==> config.mk <==
export PLATFORM = sky130hd
export DESIGN_NAME = shift_arbiter
export DESIGN_NICKNAME = d
export VERILOG_FILES = /design/src/rtl/shift_arbiter.sv
export SDC_FILE = /design/constraint.sdc
export NUM_CORES = 1
export LEC_CHECK = 0
export CAP_MARGIN = 20
export CORE_ASPECT_RATIO = 1.1
export CORE_UTILIZATION = 45
export CTS_CLUSTER_DIAMETER = 150
export DETAILED_ROUTE_END_ITERATION = 10
export PLACE_DENSITY = 0.71
export SYNTH_ARGS = -nofsm -noshare
export SYNTH_HDL_FRONTEND = slang
export SYNTH_HIERARCHICAL = 1
export SYNTH_SLANG_ARGS = --single-unit
==> constraint.sdc <==
create_clock -name i_clk -period 3 [get_ports i_clk]
set_input_delay 0.45 -clock i_clk [delete_from_list [all_inputs] [get_ports i_clk]]
set_output_delay 0.45 -clock i_clk [all_outputs]
set_load 0.03 [all_outputs]
**Selected gate families**

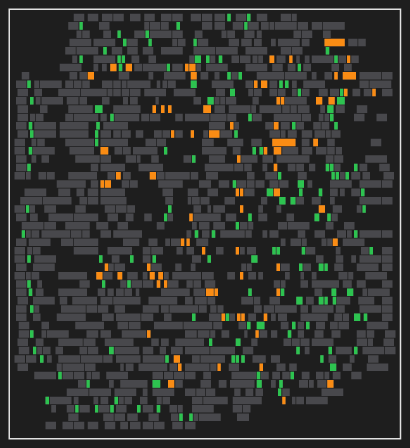
[NOR gates] orange | cells: 77 | most used: nor2_1
[NAND gates] green | cells: 147 | most used: nand2_1 | where: spread over the die
Comb/total area: 58.4%
final non-filler cell total: 1216

**Routing congestion**

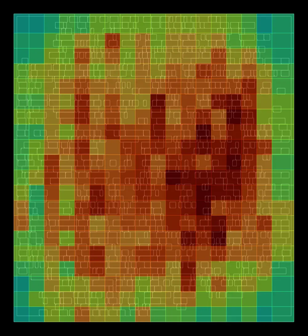
GRT met3 Usage: 5.54%
met2 usage: 55.6%
wire per inst: 25.9 um
Total GRT Usage: 36.0%

**Cell classes on the final placement**

Bar = 50 um.
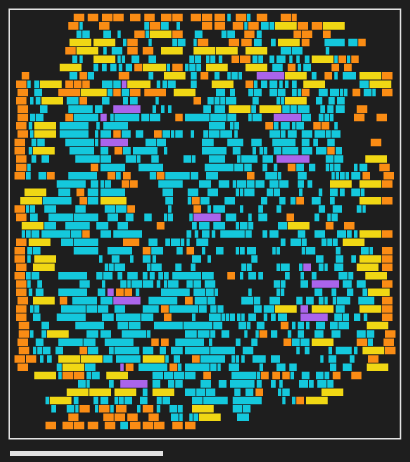
[all other logic] cyan | cells: 693 | share of their area: 61%
[flip-flops] yellow | cells: 76 | share of their area: 17%
[clock drivers and dummy loads] purple | cells: 16 | share of their area: 3.2%
[other buffers and delay cells] orange | cells: 197 | share of their area: 20%
Site Rows: 50
core area: 17000 um^2
register share of the cell area: 16.1%
final design utilization: 56.1%
Final Cell Area: 9500 um^2

**Register map, names as in the netlist**

Bar = 50 um.
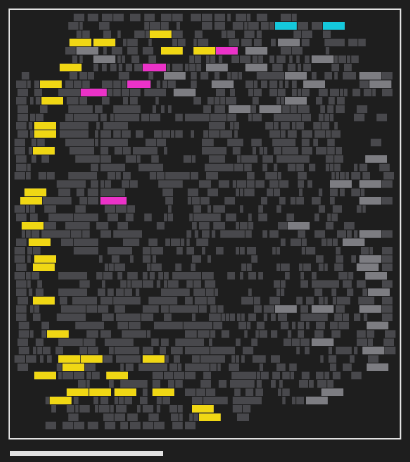
[r_data] yellow | flops: 32
[r_op] cyan | flops: 2
[r_amt] magenta | flops: 5
not coloured: 37
Seq. pwr: 0.00122 W
sequential standard cell area: 1530 um^2

**Signal wires by layer**

Bar = 50 um. Only two layers are drawn.
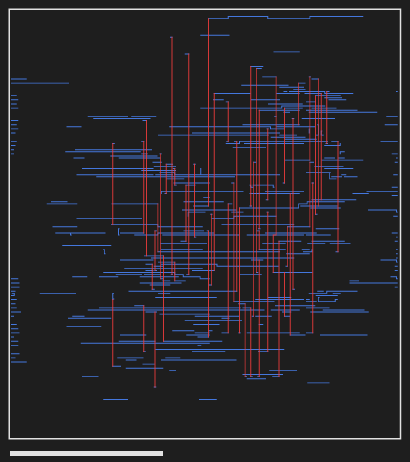
[met4] red | wire length: 1740 um
[met3] blue | wire length: 2730 um
WL final: 31500 um
via count: 8261

==> summary.txt <==
run metrics: status completed, Die ar. 17800 um^2, CP required 3.22 ns, Fin Setup TNS 0 ns, Final setup viols 0, Slew headroom 31.6%, Iteration-0 DRC Markers 1022, CTS Buf Count 9, VDD IR max 0.000281 V, leak pwr 3.40 nW, area fraction in mux cells 29.9%, Max Cap Viol 0, detail-routed via count per cell 6.79, Post-synth regs 76, fmax 369 MHz, Nets 1060, placed standard-cell area 9200 um^2, Worst setup SP type flip-flop, Reg clk slew, reported paths 0.07 ns, Final GP Congestion 1.00, Final Critical Period 2.71 ns, Worst Skew 0.00905 ns, antenna-violating nets left 0, measured slew at the worst slew-check pin 1.01 ns, Post-synth EDFFs 0, Mean Syn Cell Area 9.09 um^2, Compound Share, Synth 26.8%, # diodes 0, top cells, area dfxtp_1 20%, mux4_2 10%, mux4_1 7.8%, mux2i_1 6.7%, a22oi_1 6.0%, top post-synthesis cells by count 122 x nand2_1, 83 x a21oi_1, 76 x dfxtp_1, 62 x a22oi_1, 52 x mux2i_1, first-pass GRT wire length 48000 um, Min Hold Slack 0.459 ns, tool warning count 26, grt ovf 0, TritonCTS clock tree done, ys flop type dfxtp_1, Cell Type Count 82, Crit. End Element flip-flop, P&R area growth vs syn 22.3%, cell count after synthesis 855, largest net degree at the start of global routing 68, Yosys top cell area share 19.6%, DRC viols 0, I/O pin cnt 119, port bufs 118, Worst R2R Setup Slack 0.29 ns, Max Slew Vio Count 0, RSZ-0062 raised after global routing false, Worst Path Arrival 2.93 ns, cell area after synthesis 7770 um^2, Adder-Cell Fraction of Synth Area 0%, Synth Net Count 938, layout cells sized above 1 19.6%, Die H 140 um, CTS Buffer Depth 2, clk sinks 76, cell type with the largest total area dfxtp_1, dpl hpwl 23500 um, Pre-Repair DR Iteration Count 7
layout by cell type (no fill, tap or decap), types with 5 or more instances in the layout:
| cell | instances |
|---|---|
| nand2_1 | 122 |
| clkdlybuf4s50_1 | 115 |
| a21oi_1 | 83 |
| buf_4 | 78 |
| dfxtp_1 | 72 |
| a22oi_1 | 62 |
| mux2i_1 | 52 |
| nor2_1 | 45 |
| mux4_2 | 35 |
| mux2_2 | 29 |
| mux4_1 | 23 |
| o211ai_1 | 18 |
| o21ai_0 | 17 |
| nor2b_1 | 13 |
| a211oi_1 | 13 |
| a221oi_1 | 12 |
| o22ai_1 | 10 |
| nand3_1 | 9 |
| o221ai_1 | 9 |
| clkbuf_16 | 9 |
| nand2b_1 | 8 |
| nor3_1 | 8 |
| a311oi_1 | 7 |
| inv_1 | 6 |
| o311ai_0 | 6 |
| a31oi_1 | 6 |
| a22o_1 | 5 |
| mux2_4 | 5 |
| and2_1 | 5 |
worst max-delay path, stage by stage (launching register included):
cell	delay, ns
dfxtp_4	0.50
buf_4	0.34
buf_4	0.26
mux4_2	0.51
a22oi_1	0.17
o211ai_1	0.22
a21oi_1	0.20
o221ai_1	0.13
a22oi_1	0.17
nor2_1	0.05
routing by layer:
metal | vias to the layer above | GRT usage (%) | share of wire [%]
li1 | 3624 | - | -
met1 | 3970 | 47.9 | 40
met2 | 555 | 55.6 | 46
met3 | 112 | 5.54 | 8.7
met4 | 0 | 19.7 | 5.5
met5 | - | 0 | 0
final cells by class:
type                       instances  share of cell area [%]
clock buffer                      10                    2.41
sequential                        76                    16.1
multi-input combinational        683                    58.4
clock inverter                     6                   0.658
tap                              234                    3.08
timing repair buffer             197                    18.9
inverter                          10                   0.395
timing repair:
item / 4_1_cts / 5_1_grt
buffers inserted: 0 / 1
hold buffers: 0 / 0
endpoints found under the setup margin: 0 / 2
where the power goes:
| part | switching (W) | internal (W) |
|---|---|---|
| combinational | 0.000889 | 0.000694 |
| clock | 0.000490 | 0.000645 |
| sequential | 0.000148 | 0.00107 |
metrics by stage:
stage                     cells  power [W]  setup WS (ns)
final                      1216    0.00394          0.292
after global routing       1216    0.00406          0.147
after CTS                  1215    0.00388          0.197
after detailed placement   1199    0.00277          0.224
after global placement     1199    0.00276          0.256
after floorplan             855    0.00219          0.637
cells by family (layout without fill, tap and decap cells):
kind of cell              Yosys count  in the layout
and+or+nand+nor                   241            241
AOI/OAI and AO/OA                 296            296
buffers and inverters              96            223
xor gates and xnor gates            1              1
DFF                                76             76
muxes                             145            145
Power figures rest on the tool's default switching activity, not on a simulated workload.
